## config.mk

```make
export PLATFORM = sky130hd
export DESIGN_NAME = pwm_pattern_seq
export DESIGN_NICKNAME = d
export VERILOG_FILES = /design/src/rtl/pwm_seq_pkg.sv /design/src/rtl/pwm_seq_fifo.sv /design/src/rtl/pwm_pattern_seq.sv
export SDC_FILE = /design/constraint.sdc
export NUM_CORES = 1
export LEC_CHECK = 0
export CAP_MARGIN = 15
export CORE_AREA = 5 5 143 145
export DETAILED_ROUTE_END_ITERATION = 16
export DIE_AREA = 0 0 148 150
export PLACE_DENSITY = 0.74
export SLEW_MARGIN = 20
export SYNTH_ARGS = -nofsm -noshare
export SYNTH_HDL_FRONTEND = slang
export SYNTH_HIERARCHICAL = 1
export SYNTH_SLANG_ARGS = --single-unit
```

## constraint.sdc

```tcl
create_clock -name clk -period 5.23 [get_ports clk]
set_input_delay 1.046 -clock clk [delete_from_list [all_inputs] [get_ports clk]]
set_output_delay 1.046 -clock clk [all_outputs]
set_load 0.005 [all_outputs]
```

## src/rtl/pwm_seq_pkg.sv

```systemverilog
// Shared types for the PWM pattern sequencer: FSM state encoding and the
// descriptor layout ({pattern, duty, repeat}) stored in the descriptor FIFO.
package pwm_seq_pkg;

    localparam int DUTY_W      = 8;
    localparam int REP_W       = 8;
    localparam int DESC_META_W = DUTY_W + REP_W;

    typedef enum logic [2:0] {
        IDLE,
        LOAD,
        ISSUE,
        WAIT_DONE,
        GAP,
        DRAIN
    } seq_state_e;

    // Low bits of a descriptor; the pattern word sits above this record.
    typedef struct packed {
        logic [DUTY_W-1:0] duty;
        logic [REP_W-1:0]  rep;
    } desc_meta_t;

    function automatic int desc_width(input int pat_w);
        return pat_w + DESC_META_W;
    endfunction

endpackage

```

## src/rtl/pwm_seq_fifo.sv

```systemverilog
// Descriptor FIFO for the pattern sequencer: push/pop/flush, level and
// full/empty flags. The head entry is visible combinationally on dout.
module pwm_seq_fifo #(
    parameter int DW    = 24,
    parameter int DEPTH = 8
) (
    input  logic                     clk,
    input  logic                     rst,
    input  logic                     push,
    input  logic                     pop,
    input  logic                     flush,
    input  logic [DW-1:0]            din,
    output logic [DW-1:0]            dout,
    output logic                     full,
    output logic                     empty,
    output logic [$clog2(DEPTH):0]   level
);

    localparam int AW = $clog2(DEPTH);

    logic [DW-1:0] mem [DEPTH];
    logic [AW-1:0] wr_ptr_reg;
    logic [AW-1:0] rd_ptr_reg;
    logic [AW:0]   level_reg;
    logic          do_push;
    logic          do_pop;

    assign full    = (level_reg == (AW+1)'(DEPTH));
    assign empty   = (level_reg == '0);
    assign do_pop  = pop && !empty && !flush;
    // A pop in the same cycle frees a slot, so a push into a full FIFO still lands.
    assign do_push = push && (!full || do_pop) && !flush;
    assign level   = level_reg;

    always_ff @(posedge clk) begin
        if (do_push) begin
            mem[wr_ptr_reg] <= din;
        end
    end

    // Fall-through head so the sequencer can latch an entry in a single LOAD cycle.
    assign dout = mem[rd_ptr_reg];

    always_ff @(posedge clk or posedge rst) begin
        if (rst) begin
            wr_ptr_reg <= '0;
            rd_ptr_reg <= '0;
            level_reg  <= '0;
        end else if (flush) begin
            wr_ptr_reg <= '0;
            rd_ptr_reg <= '0;
            level_reg  <= '0;
        end else begin
            if (do_push) begin
                wr_ptr_reg <= wr_ptr_reg + 1'b1;
            end
            if (do_pop) begin
                rd_ptr_reg <= rd_ptr_reg + 1'b1;
            end
            case ({do_push, do_pop})
                2'b10:   level_reg <= level_reg + 1'b1;
                2'b01:   level_reg <= level_reg - 1'b1;
                default: level_reg <= level_reg;
            endcase
        end
    end

endmodule

```

## src/rtl/pwm_pattern_seq.sv

```systemverilog
// Sequencer that plays queued pattern descriptors into the PWM generator.
// Optional watchdog on the end-of-pattern wait is enabled by SEQ_TIMEOUT_EN.
module pwm_pattern_seq
    import pwm_seq_pkg::*;
#(
    parameter int PAT_W      = 8,
    parameter int DEPTH      = 8,
    parameter int GAP_CYCLES = 0,
    parameter int TIMEOUT    = 4096
) (
    input  logic                     clk,
    input  logic                     rst,
    input  logic                     wr_en,
    input  logic [PAT_W-1:0]         wr_pat,
    input  logic [7:0]               wr_duty,
    input  logic [7:0]               wr_rep,
    output logic                     wr_full,
    output logic [$clog2(DEPTH):0]   fifo_level,
    output logic                     overflow,
    input  logic                     start,
    input  logic                     abort,
    input  logic                     pwm_busy,
    input  logic                     pwm_valid,
    output logic                     pwm_en,
    output logic [PAT_W-1:0]         pwm_pat,
    output logic [7:0]               pwm_duty,
    output logic                     seq_busy,
    output logic                     seq_done,
    output logic                     timeout_err
);

    localparam int DESC_W = desc_width(PAT_W);

    seq_state_e        state_reg, state_next;
    logic [DESC_W-1:0] fifo_dout;
    logic              fifo_full, fifo_empty, fifo_pop, fifo_flush;
    desc_meta_t        head_meta;
    logic [PAT_W-1:0]  pat_reg;
    logic [7:0]        duty_reg, rep_reg, rep_cnt_reg, gap_cnt_reg;
    logic              gap_to_load_reg, gap_to_load_next;
    logic [1:0]        en_hist_reg;
    logic              done_reg, done_next, overflow_reg;
    logic              rep_inc, gap_start, wd_fire, drain_need, en_now;

`ifdef SEQ_TIMEOUT_EN
    localparam int WD_W = $clog2(TIMEOUT + 1);
    logic [WD_W-1:0] wd_cnt_reg;
    logic            timeout_reg;
`endif

    pwm_seq_fifo #(.DW(DESC_W), .DEPTH(DEPTH)) u_fifo (
        .clk   (clk),
        .rst   (rst),
        .push  (wr_en),
        .pop   (fifo_pop),
        .flush (fifo_flush),
        .din   ({wr_pat, wr_duty, wr_rep}),
        .dout  (fifo_dout),
        .full  (fifo_full),
        .empty (fifo_empty),
        .level (fifo_level)
    );

    assign head_meta  = fifo_dout[DESC_META_W-1:0];
    assign en_now     = (state_reg == ISSUE) && !abort;
    // An enable issued in the last two cycles may not have raised busy yet.
    assign drain_need = pwm_busy || (en_hist_reg != 2'b00);
    assign fifo_flush = abort || wd_fire;

    always_comb begin
        state_next       = state_reg;
        fifo_pop         = 1'b0;
        rep_inc          = 1'b0;
        gap_start        = 1'b0;
        gap_to_load_next = gap_to_load_reg;
        done_next        = 1'b0;
        wd_fire          = 1'b0;
        if (abort) begin
            state_next = drain_need ? DRAIN : IDLE;
        end else begin
            case (state_reg)
                IDLE: begin
                    if (start && !fifo_empty) state_next = LOAD;
                end
                LOAD: begin
                    fifo_pop   = 1'b1;
                    state_next = ISSUE;
                end
                ISSUE: state_next = WAIT_DONE;
                WAIT_DONE: begin
                    if (pwm_valid) begin
                        if (rep_cnt_reg < rep_reg) begin
                            rep_inc = 1'b1;
                            if (GAP_CYCLES == 0) begin
                                state_next = ISSUE;
                            end else begin
                                state_next       = GAP;
                                gap_start        = 1'b1;
                                gap_to_load_next = 1'b0;
                            end
                        end else if (!fifo_empty) begin
                            if (GAP_CYCLES == 0) begin
                                state_next = LOAD;
                            end else begin
                                state_next       = GAP;
                                gap_start        = 1'b1;
                                gap_to_load_next = 1'b1;
                            end
                        end else begin
                            done_next  = 1'b1;
                            state_next = IDLE;
                        end
                    end
`ifdef SEQ_TIMEOUT_EN
                    else if (wd_cnt_reg == WD_W'(TIMEOUT - 1)) begin
                        wd_fire    = 1'b1;
                        state_next = IDLE;
                    end
`endif
                end
                GAP: begin
                    if (gap_cnt_reg == 8'(GAP_CYCLES - 1)) begin
                        state_next = gap_to_load_reg ? LOAD : ISSUE;
                    end
                end
                DRAIN: begin
                    if (!drain_need) state_next = IDLE;
                end
                default: state_next = IDLE;
            endcase
        end
    end

    always_ff @(posedge clk or posedge rst) begin
        if (rst) begin
            state_reg <= IDLE;
        end else begin
            state_reg <= state_next;
        end
    end

    always_ff @(posedge clk or posedge rst) begin
        if (rst) begin
            pat_reg         <= '0;
            duty_reg        <= '0;
            rep_reg         <= '0;
            rep_cnt_reg     <= '0;
            gap_cnt_reg     <= '0;
            gap_to_load_reg <= 1'b0;
            en_hist_reg     <= 2'b00;
            done_reg        <= 1'b0;
            overflow_reg    <= 1'b0;
        end else begin
            en_hist_reg     <= {en_hist_reg[0], en_now};
            done_reg        <= done_next;
            gap_to_load_reg <= gap_to_load_next;
            if (fifo_pop) begin
                pat_reg     <= fifo_dout[DESC_W-1 -: PAT_W];
                duty_reg    <= head_meta.duty;
                rep_reg     <= head_meta.rep;
                rep_cnt_reg <= '0;
            end else if (rep_inc) begin
                rep_cnt_reg <= rep_cnt_reg + 1'b1;
            end
            if (gap_start) begin
                gap_cnt_reg <= '0;
            end else if (state_reg == GAP) begin
                gap_cnt_reg <= gap_cnt_reg + 1'b1;
            end
            if (abort) begin
                overflow_reg <= 1'b0;
            end else if (wr_en && fifo_full && !fifo_pop) begin
                overflow_reg <= 1'b1;
            end
        end
    end

`ifdef SEQ_TIMEOUT_EN
    always_ff @(posedge clk or posedge rst) begin
        if (rst) begin
            wd_cnt_reg  <= '0;
            timeout_reg <= 1'b0;
        end else begin
            wd_cnt_reg <= (state_reg == WAIT_DONE) ? wd_cnt_reg + 1'b1 : '0;
            if (wd_fire) begin
                timeout_reg <= 1'b1;
            end else if (start) begin
                timeout_reg <= 1'b0;
            end
        end
    end
    assign timeout_err = timeout_reg;
`else
    logic unused_timeout;
    assign unused_timeout = (TIMEOUT != 0);
    assign timeout_err    = 1'b0;
`endif

    assign pwm_en   = en_now;
    assign pwm_pat  = pat_reg;
    assign pwm_duty = duty_reg;
    assign seq_busy = (state_reg != IDLE);
    assign seq_done = done_reg;
    assign wr_full  = fifo_full;
    assign overflow = overflow_reg;

endmodule

```

==> results.py <==
# Synthesis and PnR figures
metrics = {
    "synth": {
        "yosys.area.top_type": "edfxtp_1",
        "ys_cells": 605,
        "synth_cell_types": 56,
        "synth_flops": 249,
        "ys_chip_area_mm2": 0.0103,
        "synth-seq-area-share_pct": 69.9,
        "ys_warn_count": 6,
        "top_cells_by_area": "edfxtp_1, dfrtp_1, mux4_2",
        "netlist_area_mm2": 0.0103,
        "netlist.area_leader.share_pct": 56.0,
        "edf_count": 192,
        "synthCells": 605,
        "synthArstFlopShare_pct": 22.9,
        "flop_cell": "edfxtp_1",
    },
    "clock_tree": {
        "post_cts_resized": 0,
        "cts_buffer_depth": 3,
        "cts.sinks": 249,
        "post_cts_buffers": 0,
        "ctsRootBufferMaster": "clkbuf_16",
        "clk_pin_slew_ns": 0.06,
        "ctsHoldBuffers": 0,
        "clock.latency.late_pin_ns": 0.54,
        "cts_buffers": 26,
        "cts_max_level": 1,
        "tritoncts": "done",
    },
    "global_route": {
        "grt_max_degree": 51,
        "grt_pass1_wl_mm": 33.0,
        "grt_use_total_pct": 19.1,
        "antenna_found_initial": 0,
        "grt-ovfl-total": 0,
        "grt_pass1_vias": 5896,
    },
    "timing": {
        "worst_pin_slew_ns": 1.02,
        "tns_ns": 0,
        "max_freq_mhz": 247,
        "rsz0062_at_grt": "false",
        "period_needed_ns": 4.04,
        "post-route-period-util_pct": 77.3,
        "setup_viol": 0,
        "fin_skew_ns": 0.0208,
        "hold_viol": 0,
        "relSlewSlack_pct": 31.9,
    },
    "setup_path": {
        "worst-path-buf-inv": 4,
        "worstReg2RegEnd": "u_fifo/level[3]",
        "worstPathRequired_ns": 5.62,
        "startpoint": "abort",
        "crit_type": "input pin to flip-flop",
        "timing.rr.start": "state_reg[1]",
        "rr_worst_depth": 12,
        "worst_setup_path_end_kind": "flip-flop",
        "slowest_stage": "buf_4",
        "critical-path-max-stage-delay_ns": 0.45,
        "path_delay_family": "buffers and inverters",
        "crit_chain": "clkdlybuf4s50_1 -> or3_1 -> buf_4 -> inv_1 -> buf_4 -> nand2b_1 -> nor3_1 -> ha_1 -> a211o_1 -> o21a_1 -> o211ai_1 -> a31oi_1",
        "crit_top_cell": "buf_4",
    },
    "routing": {
        "route.detailed.drc": 0,
        "routed_wl_mm": 20.4,
        "drt-initial-drc-count": 392,
        "vias_per_cell": 5.88,
        "wl_per_cell_um": 21.9,
        "dr.pass1.iters": 4,
        "ant_nets": 0,
        "vias": 5484,
    },
    "layout": {
        "num_antenna_cells": 0,
        "nets": 720,
        "regMostFlops": "u_fifo/mem",
        "area_growth_pct": 17.1,
        "largest_register_ffs": 192,
        "final_cell_count_no_fill": 933,
        "drive_above_1_share_pct": 21.6,
    },
    "placed_design": {
        "place_inst": 885,
        "routabilityCongestion": 0.759,
        "hpwl_mm": 12.3,
    },
    "status": {
        "status": "finished clean",
    },
    "hold_path": {
        "worstHoldEndpoint": "en_hist_reg[1]",
        "hold_class": "flip-flop to flip-flop",
        "whs_path_depth": 0,
    },
    "flow_run": {
        "maxCapViolations": 0,
        "warnings": 26,
    },
    "power_and_ir_drop": {
        "leakagePower_nw": 4.27,
        "powerDensity_mw_per_mm2": 394,
    },
    "floorplanning": {
        "fp_util_pct": 53.9,
        "core.rowCount": 51,
        "ios": 57,
    },
}
kinds of logic after synthesis:
kind of cell,count (synthesis),share of synthesized area (%)
mux,75,13.8
simple gates,152,7.29
buf+inv,49,2.46
compound gates,52,3.62
flops,249,69.9
fa+ha+maj,14,1.78
other cells,1,0.0365
xor+xnor,13,1.11
area by class of cell:
type	instances	area, µm²
Multi-Input combinational cell	307	2880
Timing Repair Buffer	72	716
Clock inverter	19	224
Fill cell	1310	7040
Sequential cell	249	7190
Tap cell	238	298
Clock buffer	29	662
Inverter	19	72.6
synthesized netlist by cell type (7+ instances only):
cell type / number
edfxtp_1: 192
nand2_1: 73
dfrtp_1: 57
mux4_2: 48
inv_1: 19
nor2_1: 16
mux2_2: 15
a21oi_1: 14
buf_2: 14
ha_1: 13
mux2_4: 10
nor3_1: 10
clkbuf_1: 9
o21ai_0: 9
nand3_1: 8
nand2b_1: 7
o31ai_1: 7
xor2_1: 7
through the flow:
stage	setup slack (ns)	utilization [%]	cell area [µm²]	power [W]	hold slack, ns
floorplan	0.619	-	10300	0.00267	0.355
global placement	1.01	58.5	11200	0.00290	0.365
detailed placement	0.743	58.5	11200	0.00292	0.381
CTS	1.30	63.1	12000	0.00480	0.393
global route	0.989	63.1	12000	0.00496	0.408
finish	1.19	63.1	12000	0.00475	0.389
cell usage in the layout, fill, tap and decap left out, drive strengths merged, types with 2 or more instances in the layout:
cell type	instances
o21a	3
nor4b	3
mux2i	2
or3	5
clkbuf	29
o32ai	2
clkinv	15
nand2	73
nor2	16
and3	3
edfxtp	192
inv	18
nand2b	8
o21ai	9
xnor2	6
or4	7
clkdlybuf4s50	55
nand4	6
and4	2
a31oi	2
ha	13
dfrtp	57
nand3b	2
mux4	48
xor2	7
bufinv	4
buf	17
nor2b	4
nand3	8
mux2	25
o211ai	4
o31ai	8
nor3	10
a21oi	14
metal layers:
| layer | part of all wire (%) | vias to the layer above | GRT usage [%] |
|---|---|---|---|
| li1 | - | 2488 | - |
| met1 | 42 | 2800 | 25.7 |
| met2 | 51 | 165 | 33.5 |
| met3 | 5.3 | 31 | 3.27 |
| met4 | 1.7 | 0 | 3.79 |
| met5 | 0 | - | 0 |
power by group:
part / internal (W) / leakage [nW] / switching [W] / total [W]
sequential: 0.00227 / 2.48 / 0.0000963 / 0.00236
clock: 0.00112 / 0.438 / 0.000752 / 0.00187
combinational: 0.000273 / 1.35 / 0.000244 / 0.000517
total: 0.00366 / 4.27 / 0.00109 / 0.00475
how the worst max path moves through the flow:
stage / to / depth (start not counted)
2_1_floorplan: u_fifo/mem[1][0] / 9
3_3_place_gp: u_fifo/level[3] / 12
3_5_place_dp: u_fifo/level[3] / 12
4_1_cts: u_fifo/level[3] / 12
5_1_grt: u_fifo/level[3] / 12
6_report: u_fifo/level[3] / 12
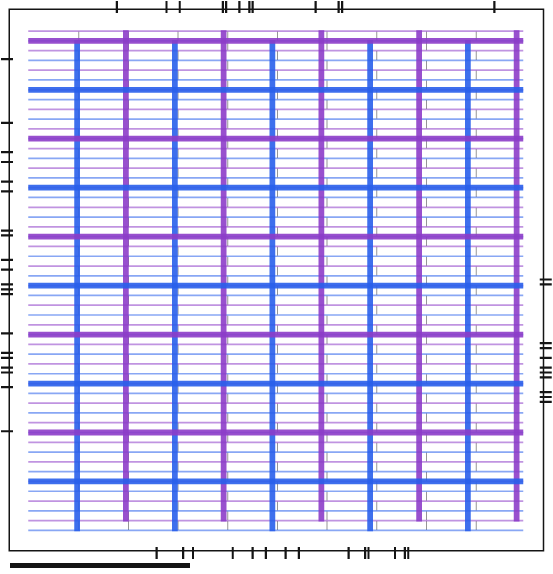
floorplan.png
Scale bar: 50 µm. Pins as bars on the die edge. Tap cells in grey.
VDD -> purple
VSS -> blue
met5 straps = 10
tap cells = 238
met4 straps = 10
Core Region: 0.0191 mm²
Die Wd: 148 µm
DIE HEIGHT: 150 µm
VDD IR-drop max: 0.310 mV

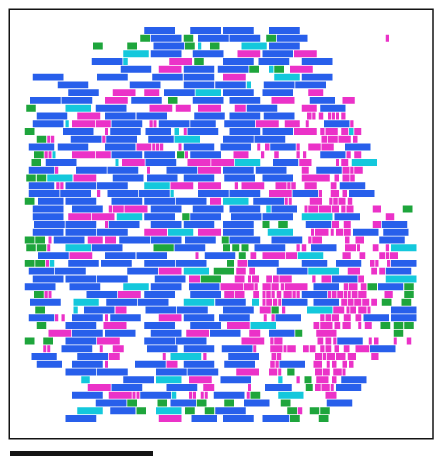
class_map.png
Scale bar: 50 µm.
remaining buffers and delay cells -> green  # cells 72, share of their area 6.1%
clock drivers and dummy loads -> cyan  # cells 48, share of their area 7.5%
remaining logic cells -> magenta  # cells 326, share of their area 25%
sequential cells -> blue  # cells 249, share of their area 61%

Power and IR drop assume default switching activity.
